### config.mk
export PLATFORM = sky130hd
export DESIGN_NAME = rgb2ycbcr_ctrl_flat
export DESIGN_NICKNAME = d
export VERILOG_FILES = /design/src/rtl/rgb2ycbcr_ctrl_if.sv /design/src/rtl/rgb2ycbcr_ctrl.sv /design/src/flat_wrapper.sv
export SDC_FILE = /design/constraint.sdc
export NUM_CORES = 1
export LEC_CHECK = 0
export CAP_MARGIN = 10
export CORE_MARGIN = 2
export CORE_UTILIZATION = 40
export DETAILED_ROUTE_END_ITERATION = 7
export PLACE_DENSITY = 0.63
export SLEW_MARGIN = 20
export SYNTH_ARGS = -nofsm -noshare
export SYNTH_HDL_FRONTEND = slang
export SYNTH_SLANG_ARGS = --single-unit
### constraint.sdc
create_clock -name iClk -period 3.55 [get_ports iClk]
set_input_delay 0.5325 -clock iClk [delete_from_list [all_inputs] [get_ports iClk]]
set_output_delay 0.5325 -clock iClk [all_outputs]
set_load 0.05 [all_outputs]
### src/rtl/rgb2ycbcr_ctrl_if.sv
// Stream bundle for the rgb2ycbcr controller.
// Groups the pixel input handshake, the converter drive/return path,
// the pixel output handshake and the status signals.
//   slave  : controller view (module port of rgb2ycbcr_ctrl)
//   master : environment view (pixel source, converter, pixel sink)
interface rgb2ycbcr_ctrl_if #(
    parameter int CNT_W = 16
);
    // pixel input
    logic             iValid;
    logic             oReady;
    logic [7:0]       iR;
    logic [7:0]       iG;
    logic [7:0]       iB;
    logic             iSof;
    logic             iEol;
    logic             iFlush;
    // converter drive and results
    logic             oConvCe;
    logic [7:0]       oConvR;
    logic [7:0]       oConvG;
    logic [7:0]       oConvB;
    logic [7:0]       iConvY;
    logic [7:0]       iConvCb;
    logic [7:0]       iConvCr;
    // pixel output
    logic             oValid;
    logic             iReady;
    logic [7:0]       oY;
    logic [7:0]       oCb;
    logic [7:0]       oCr;
    logic             oSof;
    logic             oEol;
    logic [CNT_W-1:0] oPixCnt;
    logic             oBusy;

    modport slave (
        input  iValid, iR, iG, iB, iSof, iEol, iFlush,
        input  iConvY, iConvCb, iConvCr,
        input  iReady,
        output oReady, oConvCe, oConvR, oConvG, oConvB,
        output oValid, oY, oCb, oCr, oSof, oEol, oPixCnt, oBusy
    );

    modport master (
        output iValid, iR, iG, iB, iSof, iEol, iFlush,
        output iConvY, iConvCb, iConvCr,
        output iReady,
        input  oReady, oConvCe, oConvR, oConvG, oConvB,
        input  oValid, oY, oCb, oCr, oSof, oEol, oPixCnt, oBusy
    );
endinterface

### src/rtl/rgb2ycbcr_ctrl.sv
// Stream controller wrapped around a fixed-latency, non-stallable
// RGB->YCbCr converter.
//   iClk   : clock
//   iRst   : asynchronous reset, active-low
//   bus    : rgb2ycbcr_ctrl_if.slave
//            pixel in   iValid/oReady, iR/iG/iB, iSof/iEol, iFlush (drain request)
//            converter  oConvCe, oConvR/G/B (registered) -> iConvY/Cb/Cr
//            pixel out  oValid/iReady, oY/oCb/oCr, oSof/oEol (FIFO head, FWFT)
//            status     oPixCnt (pixels out since last SOF), oBusy
// Pixels are only accepted while a FIFO slot is reserved for them
// (in flight + queued < FIFO_DEPTH), so converter results can always be
// caught even under full downstream backpressure.
module rgb2ycbcr_ctrl #(
    parameter int LATENCY    = 4,
    parameter int FIFO_DEPTH = 8,
    parameter int CNT_W      = 16
) (
    input  logic            iClk,
    input  logic            iRst,
    rgb2ycbcr_ctrl_if.slave bus
);
    localparam int AW = (FIFO_DEPTH > 1) ? $clog2(FIFO_DEPTH) : 1;
    localparam int UW = $clog2(FIFO_DEPTH + 1);
    localparam logic [UW-1:0]    DEPTH_U = UW'(FIFO_DEPTH);
    localparam logic [CNT_W-1:0] CNT_MAX = '1;

    typedef enum logic [1:0] {
        IDLE   = 2'd0,
        ACTIVE = 2'd1,
        FLUSH  = 2'd2
    } state_t;

    state_t           state;
    logic             alive;
    logic [UW-1:0]    used;
    logic [UW-1:0]    used_nxt;
    logic             ready;
    logic             accept;
    logic             pop;

    logic             conv_ce_p0;
    logic [7:0]       conv_r_p0;
    logic [7:0]       conv_g_p0;
    logic [7:0]       conv_b_p0;
    logic             sof_p0;
    logic             eol_p0;

    logic [LATENCY:0] vld_p1;
    logic [LATENCY:0] sof_p1;
    logic [LATENCY:0] eol_p1;

    logic [25:0]      mem [FIFO_DEPTH];
    logic [AW-1:0]    wr_ptr;
    logic [AW-1:0]    rd_ptr;
    logic [UW-1:0]    fifo_cnt;
    logic             fifo_wr;
    logic             vld_out;
    logic [25:0]      head;
    logic [CNT_W-1:0] pix_cnt;

    // alive keeps oReady low while reset is asserted and for the first edge after it
    assign ready   = alive && (used < DEPTH_U) && (state != FLUSH) && !bus.iFlush;
    assign accept  = bus.iValid && ready;
    assign vld_out = (fifo_cnt != '0);
    assign pop     = vld_out && bus.iReady;
    assign fifo_wr = vld_p1[LATENCY];
    assign head    = mem[rd_ptr];

    always_comb begin
        used_nxt = used;
        case ({accept, pop})
            2'b10:   used_nxt = used + UW'(1);
            2'b01:   used_nxt = used - UW'(1);
            default: used_nxt = used;
        endcase
    end

    // ---- stage p0: converter input registers, held between accepts ----
    always_ff @(posedge iClk or negedge iRst) begin
        if (!iRst) begin
            conv_ce_p0 <= 1'b0;
            conv_r_p0  <= '0;
            conv_g_p0  <= '0;
            conv_b_p0  <= '0;
            sof_p0     <= 1'b0;
            eol_p0     <= 1'b0;
        end else begin
            conv_ce_p0 <= accept;
            if (accept) begin
                conv_r_p0 <= bus.iR;
                conv_g_p0 <= bus.iG;
                conv_b_p0 <= bus.iB;
                sof_p0    <= bus.iSof;
                eol_p0    <= bus.iEol;
            end
        end
    end

    // ---- stage p1: tags ride alongside the converter pipe ----
    // Bit 0 lines up with the converter's input registers, bit LATENCY with
    // its valid outputs; the tag emerging there writes the FIFO next edge.
    always_ff @(posedge iClk or negedge iRst) begin
        if (!iRst) begin
            vld_p1 <= '0;
            sof_p1 <= '0;
            eol_p1 <= '0;
        end else begin
            vld_p1 <= {vld_p1[LATENCY-1:0], conv_ce_p0};
            sof_p1 <= {sof_p1[LATENCY-1:0], sof_p0};
            eol_p1 <= {eol_p1[LATENCY-1:0], eol_p0};
        end
    end

    // ---- stage p2: output FIFO ----
    always_ff @(posedge iClk) begin
        if (fifo_wr) begin
            mem[wr_ptr] <= {bus.iConvY, bus.iConvCb, bus.iConvCr, sof_p1[LATENCY], eol_p1[LATENCY]};
        end
    end

    // Credit accounting guarantees a free slot for every write, so no full check.
    always_ff @(posedge iClk or negedge iRst) begin
        if (!iRst) begin
            wr_ptr   <= '0;
            rd_ptr   <= '0;
            fifo_cnt <= '0;
            pix_cnt  <= '0;
        end else begin
            if (fifo_wr) begin
                wr_ptr <= wr_ptr + AW'(1);
            end
            if (pop) begin
                rd_ptr <= rd_ptr + AW'(1);
                if (head[1]) begin
                    pix_cnt <= CNT_W'(1);
                end else if (pix_cnt != CNT_MAX) begin
                    pix_cnt <= pix_cnt + CNT_W'(1);
                end
            end
            case ({fifo_wr, pop})
                2'b10:   fifo_cnt <= fifo_cnt + UW'(1);
                2'b01:   fifo_cnt <= fifo_cnt - UW'(1);
                default: fifo_cnt <= fifo_cnt;
            endcase
        end
    end

    // ---- control: credit counter and stream state ----
    always_ff @(posedge iClk or negedge iRst) begin
        if (!iRst) begin
            state <= IDLE;
            used  <= '0;
            alive <= 1'b0;
        end else begin
            alive <= 1'b1;
            used  <= used_nxt;
            case (state)
                IDLE: begin
                    if (accept) begin
                        state <= ACTIVE;
                    end
                end
                ACTIVE: begin
                    if (bus.iFlush) begin
                        state <= FLUSH;
                    end else if (used_nxt == '0 && !accept) begin
                        state <= IDLE;
                    end
                end
                FLUSH: begin
                    if (used_nxt == '0) begin
                        state <= IDLE;
                    end
                end
                default: state <= IDLE;
            endcase
        end
    end

    assign bus.oReady  = ready;
    assign bus.oConvCe = conv_ce_p0;
    assign bus.oConvR  = conv_r_p0;
    assign bus.oConvG  = conv_g_p0;
    assign bus.oConvB  = conv_b_p0;
    // head data is masked while empty so an idle or reset FIFO presents zeros
    assign bus.oValid  = vld_out;
    assign bus.oY      = vld_out ? head[25:18] : 8'd0;
    assign bus.oCb     = vld_out ? head[17:10] : 8'd0;
    assign bus.oCr     = vld_out ? head[9:2]   : 8'd0;
    assign bus.oSof    = vld_out & head[1];
    assign bus.oEol    = vld_out & head[0];
    assign bus.oPixCnt = pix_cnt;
    assign bus.oBusy   = (used != '0) || (state != IDLE);
endmodule
### src/flat_wrapper.sv
// flat-port wrapper written by rule: the top's interface ports become plain ports
module rgb2ycbcr_ctrl_flat 
#(
    parameter int LATENCY    = 4,
    parameter int FIFO_DEPTH = 8,
    parameter int CNT_W      = 16
)
  (iClk, iRst, bus_iValid, bus_iR, bus_iG, bus_iB, bus_iSof, bus_iEol, bus_iFlush, bus_iConvY, bus_iConvCb, bus_iConvCr, bus_iReady, bus_oReady, bus_oConvCe, bus_oConvR, bus_oConvG, bus_oConvB, bus_oValid, bus_oY, bus_oCb, bus_oCr, bus_oSof, bus_oEol, bus_oPixCnt, bus_oBusy);
  rgb2ycbcr_ctrl_if #(.CNT_W(CNT_W)) bus_i ();
  input  logic iClk;
  input  logic iRst;
  input wire logic [$bits(bus_i.iValid)-1:0] bus_iValid;
  input wire logic [$bits(bus_i.iR)-1:0] bus_iR;
  input wire logic [$bits(bus_i.iG)-1:0] bus_iG;
  input wire logic [$bits(bus_i.iB)-1:0] bus_iB;
  input wire logic [$bits(bus_i.iSof)-1:0] bus_iSof;
  input wire logic [$bits(bus_i.iEol)-1:0] bus_iEol;
  input wire logic [$bits(bus_i.iFlush)-1:0] bus_iFlush;
  input wire logic [$bits(bus_i.iConvY)-1:0] bus_iConvY;
  input wire logic [$bits(bus_i.iConvCb)-1:0] bus_iConvCb;
  input wire logic [$bits(bus_i.iConvCr)-1:0] bus_iConvCr;
  input wire logic [$bits(bus_i.iReady)-1:0] bus_iReady;
  output wire logic [$bits(bus_i.oReady)-1:0] bus_oReady;
  output wire logic [$bits(bus_i.oConvCe)-1:0] bus_oConvCe;
  output wire logic [$bits(bus_i.oConvR)-1:0] bus_oConvR;
  output wire logic [$bits(bus_i.oConvG)-1:0] bus_oConvG;
  output wire logic [$bits(bus_i.oConvB)-1:0] bus_oConvB;
  output wire logic [$bits(bus_i.oValid)-1:0] bus_oValid;
  output wire logic [$bits(bus_i.oY)-1:0] bus_oY;
  output wire logic [$bits(bus_i.oCb)-1:0] bus_oCb;
  output wire logic [$bits(bus_i.oCr)-1:0] bus_oCr;
  output wire logic [$bits(bus_i.oSof)-1:0] bus_oSof;
  output wire logic [$bits(bus_i.oEol)-1:0] bus_oEol;
  output wire logic [$bits(bus_i.oPixCnt)-1:0] bus_oPixCnt;
  output wire logic [$bits(bus_i.oBusy)-1:0] bus_oBusy;
  assign bus_i.iValid = bus_iValid;
  assign bus_i.iR = bus_iR;
  assign bus_i.iG = bus_iG;
  assign bus_i.iB = bus_iB;
  assign bus_i.iSof = bus_iSof;
  assign bus_i.iEol = bus_iEol;
  assign bus_i.iFlush = bus_iFlush;
  assign bus_i.iConvY = bus_iConvY;
  assign bus_i.iConvCb = bus_iConvCb;
  assign bus_i.iConvCr = bus_iConvCr;
  assign bus_i.iReady = bus_iReady;
  assign bus_oReady = bus_i.oReady;
  assign bus_oConvCe = bus_i.oConvCe;
  assign bus_oConvR = bus_i.oConvR;
  assign bus_oConvG = bus_i.oConvG;
  assign bus_oConvB = bus_i.oConvB;
  assign bus_oValid = bus_i.oValid;
  assign bus_oY = bus_i.oY;
  assign bus_oCb = bus_i.oCb;
  assign bus_oCr = bus_i.oCr;
  assign bus_oSof = bus_i.oSof;
  assign bus_oEol = bus_i.oEol;
  assign bus_oPixCnt = bus_i.oPixCnt;
  assign bus_oBusy = bus_i.oBusy;
  rgb2ycbcr_ctrl #(.LATENCY(LATENCY), .FIFO_DEPTH(FIFO_DEPTH), .CNT_W(CNT_W)) u_core (.iClk(iClk), .iRst(iRst), .bus(bus_i));
endmodule
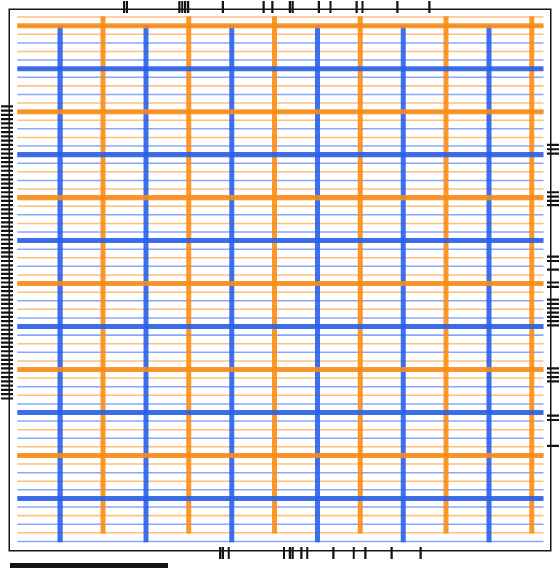
*Floorplan with the power grid*
The bar under the picture is 50 um long. Pins as bars on the die edge.
| net | color |
|---|---|
| VSS | blue |
| VDD | orange |
signal pins: 125
met1 rails: 62
met4 straps: 12
Die X: 170.9 um
highest ir drop seen on vdd: 648.3 uV

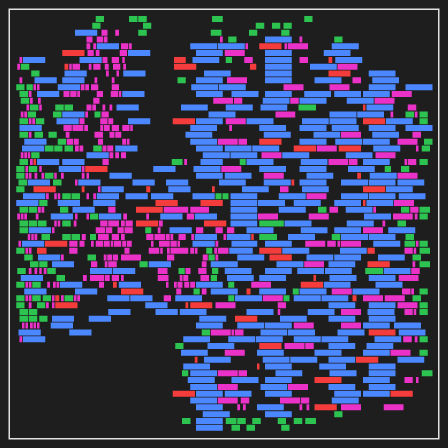
*Placement by cell class*
| class | color | cells | share of their area |
|---|---|---|---|
| remaining buffers and delay cells | green | 147 | 11% |
| clock drivers and dummy loads | red | 56 | 7.1% |
| sequential cells | blue | 283 | 60% |
| combinational and other logic | magenta | 342 | 22% |
placeable core region: 0.02763 sq mm
area of all placed cells without fillers: 0.01400 sq mm
fin util: 0.5069
placement row count: 61
share of cell area taken by flip-flops and latches: 0.5805

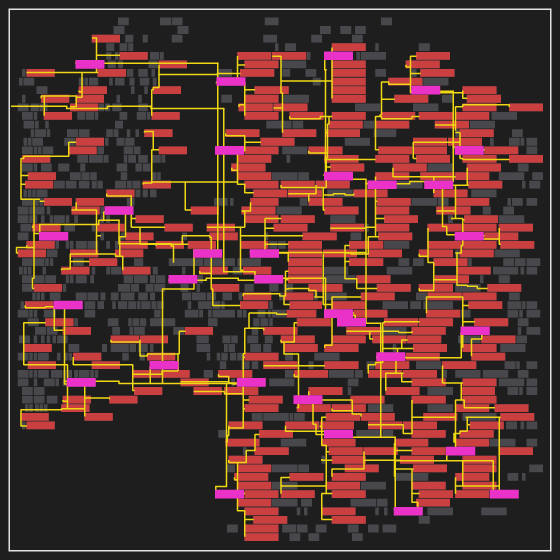
*Clock network drawn from the DEF*
[flip-flops] red | count: 283
[clock wires] yellow | length: 3240 um
[clock drivers] magenta | count: 30
routed clock nets: 31

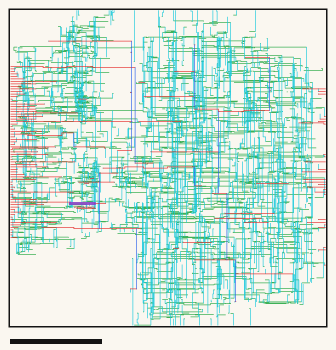
*Signal wires by layer*
The bar under the picture is 50 um long.
| layer | color | wire length |
|---|---|---|
| metal 5 | purple | 12.9 um |
| metal 1 | green | 9180 um |
| metal 2 | cyan | 10600 um |
| metal 3 | red | 1530 um |
| metal 4 | blue | 356 um |
routed len/inst: 18.00 um
GRT Overall Usage: 0.1528
final routed wirelength across all metal layers: 21710 um
detailed-route via count: 5944

==> impl_results.rst <==
Metrics
=======

.. list-table::
   :header-rows: 1

   * - Metric
     - Value
   * - Average footprint of a synthesized cell
     - 17.11 sq um
   * - Power in combinational cells
     - 4.53 mW
   * - Tally of yosys warning messages
     - 0
   * - Final-stage net count
     - 868
   * - Relative contribution of the clock network to total power
     - 0.250
   * - Worst slew pin tran
     - 940.0 ps
   * - Length of routed met3 wiring
     - 1527 um
   * - Startpoint type of the worst setup path
     - register
   * - NonClk Buf Share
     - 0.1067
   * - CP max FO
     - 14
   * - Synth cell types
     - 50
   * - Area of the synthesized netlist per yosys stat
     - 0.01114 sq mm
   * - Post-cts hold buffer count
     - 0
   * - Setup repair after global routing missed its margin
     - no
   * - Number of signal-net buffers in the layout
     - 147
   * - Layout Area Growth over Synthesis
     - 25.71%
   * - Critical path's largest stage delay
     - 700 ps
   * - Io pins
     - 125
   * - Number of flip-flops under the largest register name
     - 208
   * - Setup TNS after final layout
     - 0 ps
   * - Outcome
     - complete, no violations
   * - Non-filler instance count after layout
     - 1206
   * - Clock edge transition at the registers on the reported setup and hold paths
     - 60 ps
   * - Logic area
     - 0.002904 sq mm
   * - Leakage power
     - 5.157 nW
   * - Top logic cell by instance count in the layout
     - sky130_fd_sc_hd__edfxtp_1
   * - End point of the critical path
     - bus_oY[3]
   * - Clock latency on the worst-skew pair
     - 570 ps
   * - Fraction of the mapped netlist area in simple logic gates
     - 0.07087
   * - Sequential cell power
     - 4.40 mW
   * - Number of antenna violations at the first check in global routing
     - 1
   * - Routability cong.
     - 0.7148
   * - Detailed route wirelength on metal2
     - 10630 um
   * - Multi-input combinational area share
     - 0.2074
   * - Clock network area share
     - 0.06879
   * - Top power consumer group
     - combinational logic
   * - Synthesized-area fraction occupied by adder cells
     - 0.01078
   * - Classification of the worst-slack hold path
     - primary input to async pin
   * - Area contributors post-synth
     - sky130_fd_sc_hd__edfxtp_1 56%, sky130_fd_sc_hd__dfrtp_1 17%, sky130_fd_sc_hd__mux4_2 11%
   * - Worst r2r path cells
     - 7
   * - Critical path cell sequence
     - buf_4, mux4_2, mux2i_1, nor2_1, clkdlybuf4s50_1
   * - Timing startpoint of the critical path
     - u_core.rd_ptr[0]$_DFFE_PN0P_
   * - Top logic cells by instance count in the layout
     - 208 x sky130_fd_sc_hd__edfxtp_1, 113 x sky130_fd_sc_hd__clkdlybuf4s50_1, 95 x sky130_fd_sc_hd__nand2_1
   * - Pin count of the biggest net entering global routing
     - 76
-- synthesized netlist by cell type, types with 5 or more instances --
cell	n
sky130_fd_sc_hd__dfrtp_1	75
sky130_fd_sc_hd__edfxtp_1	208
sky130_fd_sc_hd__nand2b_1	6
sky130_fd_sc_hd__a21oi_1	10
sky130_fd_sc_hd__mux4_2	52
sky130_fd_sc_hd__nand3_1	8
sky130_fd_sc_hd__mux2i_1	28
sky130_fd_sc_hd__o31ai_1	5
sky130_fd_sc_hd__inv_1	9
sky130_fd_sc_hd__clkbuf_1	15
sky130_fd_sc_hd__buf_2	7
sky130_fd_sc_hd__xor2_1	12
sky130_fd_sc_hd__nor2_1	45
sky130_fd_sc_hd__ha_1	8
sky130_fd_sc_hd__xnor2_1	9
sky130_fd_sc_hd__nand2_1	95
Power figures rest on the tool's default switching activity, not on a simulated workload.
